File: config.mk
export PLATFORM = sky130hd
export DESIGN_NAME = uart8
export DESIGN_NICKNAME = d
export VERILOG_FILES = /design/src/rtl/uart8_pkg.sv /design/src/rtl/uart8_baud_gen.sv /design/src/rtl/uart8.sv
export SDC_FILE = /design/constraint.sdc
export NUM_CORES = 1
export LEC_CHECK = 0
export CAP_MARGIN = 20
export CORE_AREA = 3 3 77 79
export DETAILED_ROUTE_END_ITERATION = 10
export DIE_AREA = 0 0 80 82
export HOLD_SLACK_MARGIN = 0.12
export PLACE_DENSITY = 0.77
export SLEW_MARGIN = 20
export SYNTH_ARGS = -nofsm -noshare
export SYNTH_HDL_FRONTEND = slang
export SYNTH_SLANG_ARGS = --single-unit
File: constraint.sdc
create_clock -name clk -period 2.5 [get_ports clk]
set_input_delay 0.375 -clock clk [delete_from_list [all_inputs] [get_ports clk]]
set_output_delay 0.375 -clock clk [all_outputs]
set_load 0.005 [all_outputs]
File: src/rtl/uart8_pkg.sv
// Shared types and divider derivations for the uart8 8N1 UART.
package uart8_pkg;

    localparam int unsigned SAMPLE_MID      = 8;
    localparam int unsigned SAMPLES_PER_BIT = 16;

    typedef enum logic [2:0] {
        RX_IDLE,
        RX_START_BIT,
        RX_DATA_BITS,
        RX_STOP_BIT,
        RX_WAIT_IDLE
    } rx_state_e;

    typedef enum logic [1:0] {
        TX_IDLE,
        TX_START,
        TX_DATA,
        TX_STOP
    } tx_state_e;

    // Rounded clocks per rx oversample tick.
    function automatic int unsigned calc_rx_div(input int unsigned clock_rate,
                                                input int unsigned baud_rate);
        return (clock_rate + (baud_rate * SAMPLES_PER_BIT) / 2) / (baud_rate * SAMPLES_PER_BIT);
    endfunction

    // Rounded clocks per transmitted bit.
    function automatic int unsigned calc_tx_div(input int unsigned clock_rate,
                                                input int unsigned baud_rate);
        return (clock_rate + baud_rate / 2) / baud_rate;
    endfunction

endpackage

File: src/rtl/uart8_baud_gen.sv
// Free-running divider producing a one-clk tick every DIV clocks; restart realigns it.
module uart8_baud_gen #(
    parameter int unsigned DIV = 16
) (
    input  logic clk,
    input  logic rst_n,
    input  logic restart,
    output logic tick
);

    localparam int unsigned W = (DIV > 1) ? $clog2(DIV) : 1;
    localparam logic [W-1:0] LAST = W'(DIV - 1);

    logic [W-1:0] count_q, count_d;

    always_comb begin
        tick    = (count_q == LAST);
        count_d = count_q + 1'b1;
        if (restart || tick) begin
            count_d = '0;
        end
    end

    always_ff @(posedge clk) begin
        if (!rst_n) begin
            count_q <= '0;
        end else begin
            count_q <= count_d;
        end
    end

endmodule

File: src/rtl/uart8.sv
// 8N1 UART: 16x oversampling receiver and 1x baud transmitter, fully independent.
module uart8
    import uart8_pkg::*;
#(
    parameter int unsigned CLOCK_RATE = 12000000,
    parameter int unsigned BAUD_RATE  = 9600
) (
    input  logic       clk,
    input  logic       rst_n,
    input  logic       rxEn,
    input  logic       rx,
    output logic       rxBusy,
    output logic       rxDone,
    output logic       rxErr,
    output logic [7:0] out,
    input  logic       txEn,
    input  logic       txStart,
    input  logic [7:0] in,
    output logic       txBusy,
    output logic       txDone,
    output logic       tx
);

    localparam int unsigned RX_DIV = calc_rx_div(CLOCK_RATE, BAUD_RATE);
    localparam int unsigned TX_DIV = calc_tx_div(CLOCK_RATE, BAUD_RATE);
    localparam logic [3:0]  MID    = 4'(SAMPLE_MID);
    localparam logic [3:0]  LAST   = 4'(SAMPLES_PER_BIT - 1);

    logic rx_tick, tx_tick, tx_restart;

    uart8_baud_gen #(.DIV(RX_DIV)) u_rx_baud (
        .clk     (clk),
        .rst_n   (rst_n),
        .restart (1'b0),
        .tick    (rx_tick)
    );

    uart8_baud_gen #(.DIV(TX_DIV)) u_tx_baud (
        .clk     (clk),
        .rst_n   (rst_n),
        .restart (tx_restart),
        .tick    (tx_tick)
    );

    // Receiver
    logic       rx_meta_q, rx_sync_q;
    rx_state_e  rx_state_q, rx_state_d;
    logic [3:0] sample_q, sample_d;
    logic [2:0] rx_bit_q, rx_bit_d;
    logic [7:0] shift_q, shift_d;
    logic [7:0] out_q, out_d;
    logic       rx_busy_q, rx_busy_d;
    logic       rx_done_q, rx_done_d;
    logic       rx_err_q, rx_err_d;

    always_comb begin
        rx_state_d = rx_state_q;
        sample_d   = sample_q;
        rx_bit_d   = rx_bit_q;
        shift_d    = shift_q;
        out_d      = out_q;
        rx_busy_d  = rx_busy_q;
        rx_done_d  = 1'b0;
        rx_err_d   = rx_err_q;
        if (!rxEn) begin
            rx_state_d = RX_IDLE;
            rx_busy_d  = 1'b0;
        end else if (rx_tick) begin
            sample_d = sample_q + 4'd1;
            unique case (rx_state_q)
                RX_IDLE: begin
                    if (!rx_sync_q) begin
                        rx_err_d   = 1'b0;
                        sample_d   = '0;
                        rx_busy_d  = 1'b1;
                        rx_state_d = RX_START_BIT;
                    end
                end
                RX_START_BIT: begin
                    if (sample_q == MID) begin
                        if (!rx_sync_q) begin
                            sample_d   = '0;
                            rx_bit_d   = '0;
                            rx_state_d = RX_DATA_BITS;
                        end else begin
                            rx_busy_d  = 1'b0;
                            rx_state_d = RX_IDLE;
                        end
                    end
                end
                RX_DATA_BITS: begin
                    if (sample_q == MID) begin
                        shift_d = {rx_sync_q, shift_q[7:1]};
                    end
                    if (sample_q == LAST) begin
                        rx_bit_d = rx_bit_q + 3'd1;
                        if (rx_bit_q == 3'd7) begin
                            rx_state_d = RX_STOP_BIT;
                        end
                    end
                end
                RX_STOP_BIT: begin
                    if (sample_q == MID) begin
                        rx_busy_d = 1'b0;
                        if (rx_sync_q) begin
                            out_d      = shift_q;
                            rx_done_d  = 1'b1;
                            rx_state_d = RX_IDLE;
                        end else begin
                            rx_err_d   = 1'b1;
                            rx_state_d = RX_WAIT_IDLE;
                        end
                    end
                end
                RX_WAIT_IDLE: begin
                    if (rx_sync_q) begin
                        rx_state_d = RX_IDLE;
                    end
                end
                default: rx_state_d = RX_IDLE;
            endcase
        end
    end

    always_ff @(posedge clk) begin
        if (!rst_n) begin
            rx_meta_q  <= 1'b1;
            rx_sync_q  <= 1'b1;
            rx_state_q <= RX_IDLE;
            sample_q   <= '0;
            rx_bit_q   <= '0;
            shift_q    <= '0;
            out_q      <= '0;
            rx_busy_q  <= 1'b0;
            rx_done_q  <= 1'b0;
            rx_err_q   <= 1'b0;
        end else begin
            rx_meta_q  <= rx;
            rx_sync_q  <= rx_meta_q;
            rx_state_q <= rx_state_d;
            sample_q   <= sample_d;
            rx_bit_q   <= rx_bit_d;
            shift_q    <= shift_d;
            out_q      <= out_d;
            rx_busy_q  <= rx_busy_d;
            rx_done_q  <= rx_done_d;
            rx_err_q   <= rx_err_d;
        end
    end

    assign rxBusy = rx_busy_q;
    assign rxDone = rx_done_q;
    assign rxErr  = rx_err_q;
    assign out    = out_q;

    // Transmitter
    tx_state_e  tx_state_q, tx_state_d;
    logic [7:0] tx_data_q, tx_data_d;
    logic [2:0] tx_bit_q, tx_bit_d;
    logic       tx_q, tx_d;
    logic       tx_busy_q, tx_busy_d;
    logic       tx_done_q, tx_done_d;

    // Starting a frame realigns the bit divider so the start bit is a full period.
    assign tx_restart = (tx_state_q == TX_IDLE) && txEn && txStart;

    always_comb begin
        tx_state_d = tx_state_q;
        tx_data_d  = tx_data_q;
        tx_bit_d   = tx_bit_q;
        tx_d       = tx_q;
        tx_busy_d  = tx_busy_q;
        tx_done_d  = 1'b0;
        unique case (tx_state_q)
            TX_IDLE: begin
                if (tx_restart) begin
                    tx_data_d  = in;
                    tx_busy_d  = 1'b1;
                    tx_d       = 1'b0;
                    tx_state_d = TX_START;
                end
            end
            TX_START: begin
                if (tx_tick) begin
                    tx_d       = tx_data_q[0];
                    tx_data_d  = tx_data_q >> 1;
                    tx_bit_d   = '0;
                    tx_state_d = TX_DATA;
                end
            end
            TX_DATA: begin
                if (tx_tick) begin
                    if (tx_bit_q == 3'd7) begin
                        tx_d       = 1'b1;
                        tx_state_d = TX_STOP;
                    end else begin
                        tx_d      = tx_data_q[0];
                        tx_data_d = tx_data_q >> 1;
                        tx_bit_d  = tx_bit_q + 3'd1;
                    end
                end
            end
            TX_STOP: begin
                if (tx_tick) begin
                    tx_busy_d  = 1'b0;
                    tx_done_d  = 1'b1;
                    tx_state_d = TX_IDLE;
                end
            end
            default: tx_state_d = TX_IDLE;
        endcase
    end

    always_ff @(posedge clk) begin
        if (!rst_n) begin
            tx_state_q <= TX_IDLE;
            tx_data_q  <= '0;
            tx_bit_q   <= '0;
            tx_q       <= 1'b1;
            tx_busy_q  <= 1'b0;
            tx_done_q  <= 1'b0;
        end else begin
            tx_state_q <= tx_state_d;
            tx_data_q  <= tx_data_d;
            tx_bit_q   <= tx_bit_d;
            tx_q       <= tx_d;
            tx_busy_q  <= tx_busy_d;
            tx_done_q  <= tx_done_d;
        end
    end

    assign txBusy = tx_busy_q;
    assign txDone = tx_done_q;
    assign tx     = tx_q;

endmodule

**Zoomed window**

Region (20, 21) to (60, 61) µm. Cells in grey, sequential cells in the stronger grey; small squares are vias.
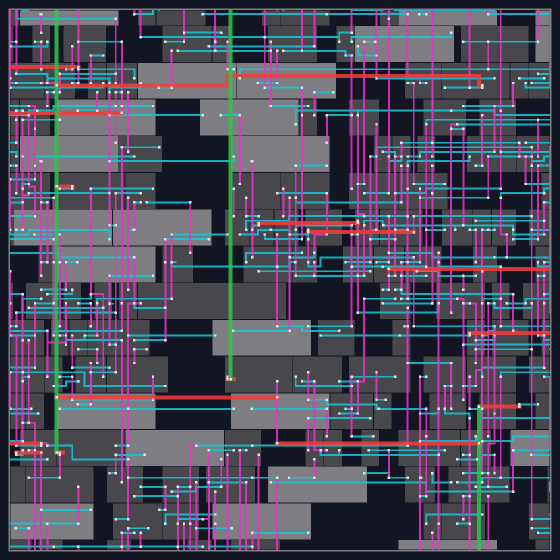
colour	layer
red	M3
green	M4
magenta	M2
cyan	M1
netlist names of flops here include	rx_state_q (3), shift_q (3), tx_bit_q (3)
sequential cells in the window	17
most frequent	dfxtp_1 (17), nand2_1 (13), nor2_1 (11)
cells with their middle in the window	121

**Routed metal, one colour a layer**

Scale: 4 px per µm. Only two layers are drawn.
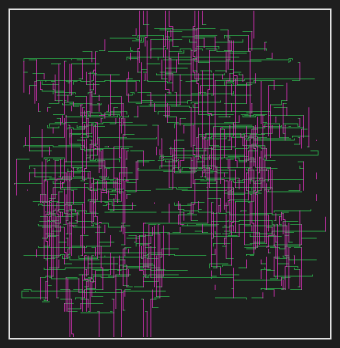
colour	layer	wire length
green	M1	2670 µm
magenta	M2	2660 µm
Tot GR Track Use: 0.191
DRT Wirelength: 5.65 mm
Routed wire per std cell: 13.3 µm
detailed-route via count: 2293

==> run summary <==
Results of the implementation run.

The run finished with clean final reports. The final clock period utilization by the worst path is 0.912. The portion of the layout cell area used by non-clock buffers is 0.0945.

The highest-power group is registers. The post-CTS setup-driven buffer insertion count is 0. After the last flow step, the layout net total stands at 380. The fraction of area in clock buffers and inverters came out at 0.0606.

The global-route met2 utilization came out at 0.303. The largest net degree at the start of global routing is 28. The sequential-to-total area share from yosys stat came out at 0.435.

The worst IR drop on VDD is 0.679 mV. Per the layout area report, the register area comes to 1300 µm². By count the netlist is led by 65 x sky130_fd_sc_hd__dfxtp_1, 38 x sky130_fd_sc_hd__nand2_1, 29 x sky130_fd_sc_hd__mux2i_1, 29 x sky130_fd_sc_hd__nor2_1, 16 x sky130_fd_sc_hd__ha_1.

The most frequent standard cell in the layout excluding fill and tap cells is sky130_fd_sc_hd__dfxtp_1. The number of OpenROAD warnings is 34. The initial core utilization came out at 0.554. The worst hold slack is 417 ps.

The clock buffer count from CTS came out at 9. In this run the worst setup path begins at rx_state_q[0]. The synthesized-area fraction occupied by adder cells came out at 0.0669. At the pin with the least slew margin, the transition time is 534 ps. Ranking logic cells in the layout by count gives the top entries 65 x sky130_fd_sc_hd__dfxtp_1, 38 x sky130_fd_sc_hd__nand2_1, 29 x sky130_fd_sc_hd__mux2i_1, 29 x sky130_fd_sc_hd__nor2_1, 27 x sky130_fd_sc_hd__clkdlybuf4s50_1.

The met2 routed wirelength came out at 2.66 mm. Combinational power for this build is 0.000616 W. The final cell utilization of the core is 0.661. Per STA, the worst path accumulates the most delay in the family simple AND/OR/NAND/NOR gates. The total length of routed met3 wires came out at 236 µm.

The layout clock buffer count is 11. The flip-flop and latch count after synthesis came out at 65. The overflow left after global routing is 0. Measured in cells, the most critical reg-to-reg path has a length of 4.

Routing resource usage on met1 recorded by global route was 0.241. The critical path endpoint is rx_bit_q[2]. Signal nets in the final route climb as high as met4. The cell area after layout came out at 3570 µm². The register with the most flip-flops in the final layout is u_tx_baud.count_q. The internal portion of total power is 0.00201 W. The share of total power dissipated in combinational logic is 0.222. The hold violation count in the final report came out at 0. The classification of the worst-slack hold path is flop to flop. The worst register-to-register path ends at rx_bit_q[2]. For this design the ratio of total power to cell area is 776 nW/µm². Of the total synthesized cell area, the portion taken by AND, OR, NAND and NOR gates is 0.222. The worst path needs 2280 ps of the cycle, external delays included. The number of DRC violations after detailed-routing iteration 0 came out at 99. The die extent in y is 82 µm. The net count after synthesis came out at 350.

The leakage power total is 1.32 nW. The maximum clock skew at final layout came out at 8.69 ps. Sorting the synthesis cell report by count puts at the top sky130_fd_sc_hd__dfxtp_1. The buffer_ports step reported a buffer count of 27. Yosys mapped a number of flops with a built-in enable equal to 0.

The post-synthesis instance area is 2990 µm². The number of multi-input combinational cells is 228. The HPWL after detailed placement is 3.91 mm. The share of async-settable or async-resettable flops after synthesis came out at 0.

The maximum cell stage delay along the critical path is 670 ps. The normalized max-slew margin is 0.635. The floorplan has 27 rows.

Data arrives at the worst endpoint at 2510 ps. Looking at the clock tree report, the root buffer type is sky130_fd_sc_hd__clkbuf_8. In this run the maximum-capacitance check reported violations numbering 0. The number of instances in the placed design came out at 411.

The via count of the first global-routing pass came out at 2168. Summing all multiplexer cells gives an area fraction of 0.0970. The number of inserted diodes is 0. For this design, the sink count on the clock tree is 65.
**Placed standard cells**

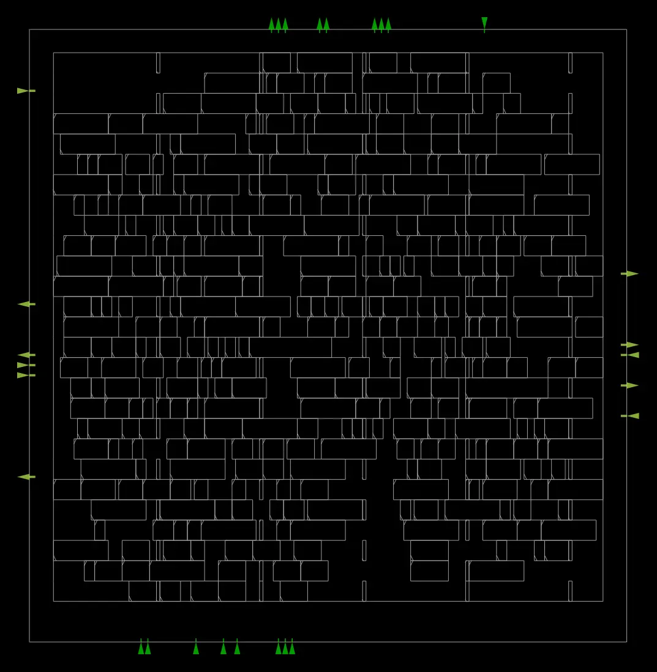
flip-flops: 65
fraction of standard cell area that is sequential: 0.364

Power is estimated from default activity; no workload was simulated.
